Figure 1. Supply network.
Pins as bars on the die edge. Tap cells in gray.
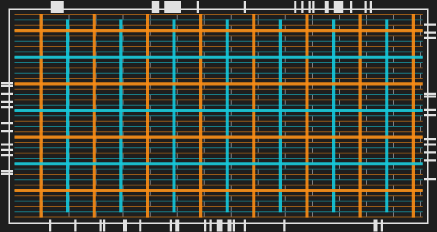
Figure 2. Placement by cell class.
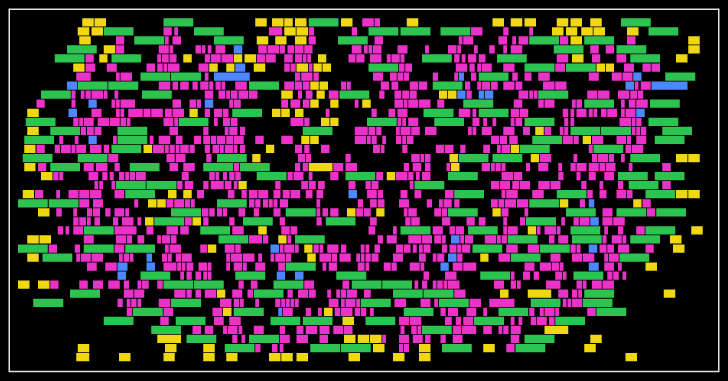
Figure 3. Clock network drawn from the DEF.
Scale bar: 50 µm.
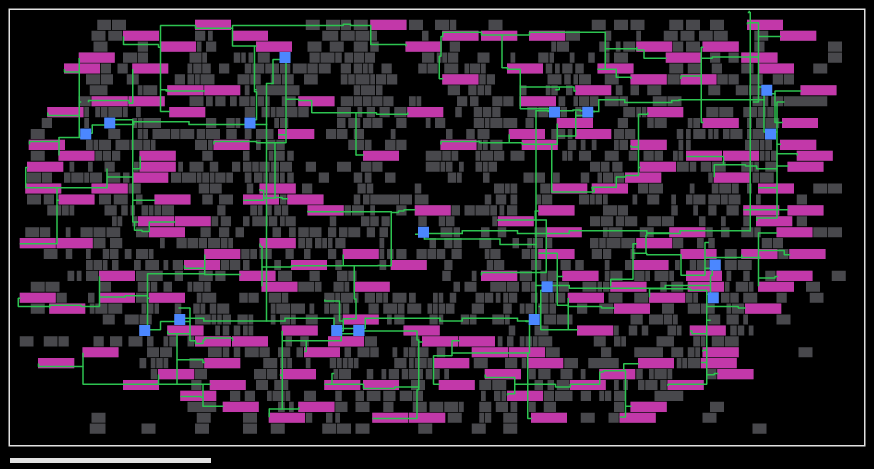
Figure 4. Signal wires by layer.
Scale bar: 50 µm.
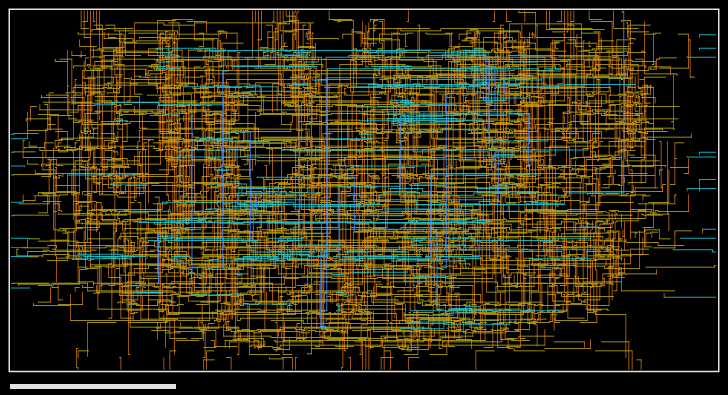
Figure 5. Routing congestion map.
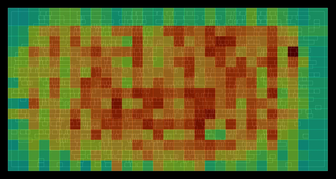
==> config.mk <==
export PLATFORM = sky130hd
export DESIGN_NAME = csr_counter_bank_flat
export DESIGN_NICKNAME = d
export VERILOG_FILES = /design/src/rtl/csr_counter_bank_if.sv /design/src/rtl/csr_counter_bank.sv /design/src/flat_wrapper.sv
export SDC_FILE = /design/constraint.sdc
export NUM_CORES = 1
export LEC_CHECK = 0
export CAP_MARGIN = 25
export CORE_ASPECT_RATIO = 0.5
export CORE_MARGIN = 2
export CORE_UTILIZATION = 45
export CTS_BUF_LIST = sky130_fd_sc_hd__clkbuf_4
export DETAILED_ROUTE_END_ITERATION = 8
export PLACE_DENSITY = 0.65
export SYNTH_ARGS = -nofsm -noshare
export SYNTH_HDL_FRONTEND = slang
export SYNTH_SLANG_ARGS = --single-unit
==> constraint.sdc <==
create_clock -name clk -period 3.2 [get_ports clk]
set_input_delay 0.32 -clock clk [delete_from_list [all_inputs] [get_ports clk]]
set_output_delay 0.32 -clock clk [all_outputs]
set_load 0.01 [all_outputs]
==> summary.txt <==
run metrics: status=finished clean, Max Used Layer=met4, WP data arrival=3.34 ns, pre-CTS WS=0.214 ns, first-pass GRT wire length=53500 µm, Slew headroom=45.9%, post-route met1 wirelength=15700 µm, YS chip area=0.00981 mm², clock sink count=162, fill count=1994, post-route ant nets=0, logic share of the area=47.1%, sequential area share after synthesis=41.3%, pin count of the biggest net entering global routing=77, worst setup margin=0.401 ns, fp_density=45.6%, Final Slew Violations=0, RSZ-0062 raised after global routing=false, Final Hold Vio Count=0, # Max-Cap Violations=0, mux share=6.73%, biggest area consumer among synthesized cells=dfrtp_1, flop count=162, Int Power=2.85 mW, Flop pwr share=56.2%, hold slack=0.299 ns, GR Util met3=10.4%, vias in the first global route=8943, logic area=0.00544 mm², Top Layout Cells=dfrtp_1 (162), nand2_1 (145), clkdlybuf4s50_1 (80), flop2flop setup slack=0.40 ns, Post-DP Area=0.0113 mm², Design Power=4.04 mW, P_seq=2.27 mW, combinational power share=11.9%, Synth Warn #=0, Commonest cells post-synth=dfrtp_1 (162), nand2_1 (145), nand3_1 (78), o21ai_0 (68), mux2i_1 (66), worst hold path class=primary input to asynchronous set/reset pin, P_comb=480 µW, Clock Root Buffer=clkbuf_4, io pins=83, Post-Route Setup TNS=0 ns, sw frac=29.5%, top_reg_cell synth=dfrtp_1, CLK BUF=18, clk slew on worst S/H paths=0.15 ns, Least-Margin Pin Slew=0.811 ns, crit end category=register, P_leak=4.63 nW, Top Family by Delay on Critical Path=simple AND/OR/NAND/NOR gates, grt ovf=0, #MultiIn Comb=849, antenna cells=1, Top cell excl fill/tap=dfrtp_1, H-tree levels=4, Non-clock inverters=12, reg2reg path depth=7, via/cell ratio=6.38, Critical Path Source Type=register, Area Growth Syn to Fin=17.6%, Netlist cell types=72, f_max=357 MHz, Final nets=1240, cells after synthesis=1093, clk buf depth=2, min Tclk post-route=2.80 ns, Area leader share=41.3%, NonClk Buf Share=11.7%, OpenROAD warnings=26, Switch Pwr=1.19 mW, DR pass1 iterations=6, Avg Synthesized Cell Area=8.98 µm², placed cell count=1468, CP Class=register to register, xor+xnor area frac=5.53%
Back to the opening pictures, Figure 1:
net	color
VSS	orange
VDD	cyan
met1 rails	39
met5 straps	7
Die Ht: 108 µm
die x size: 213 µm
core area: 0.0215 mm²
Worst VDD drop: 0.246 mV

Back to the opening pictures, Figure 2:
class	color	cells
clock drivers and dummy loads	blue	32
remaining buffers and delay cells	yellow	146
registers	green	162
remaining logic cells	magenta	861
Final Util: 53.6%
Seq area share: 35.1%
# rows: 38
final instance area: 0.0115 mm²

Back to the opening pictures, Figure 3:
[clock-net drivers] blue | count: 17
[flip-flops] magenta | count: 162
[clock wires] green | length: 2360 µm
routed clock nets	18
Worst-Skew Late Latency: 0.64 ns
part of the power in the clock network: 31.9%
clk pwr: 1.29 mW
Clock Skew: 0.0279 ns

Back to the opening pictures, Figure 4:
layer	color	wire length
M4	blue	748 µm
M1	yellow	15700 µm
M2	orange	14300 µm
M3	cyan	3940 µm
Via Count: 9580
drt total wl: 34700 µm
per-cell routed wire length: 23.1 µm
Total Routing Usage GR: 31.1%

Back to the opening pictures, Figure 5:
met1 Usage GRT: 45.8%
met2 Use GR: 43.4%

Power figures rest on the tool's default switching activity, not on a simulated workload.
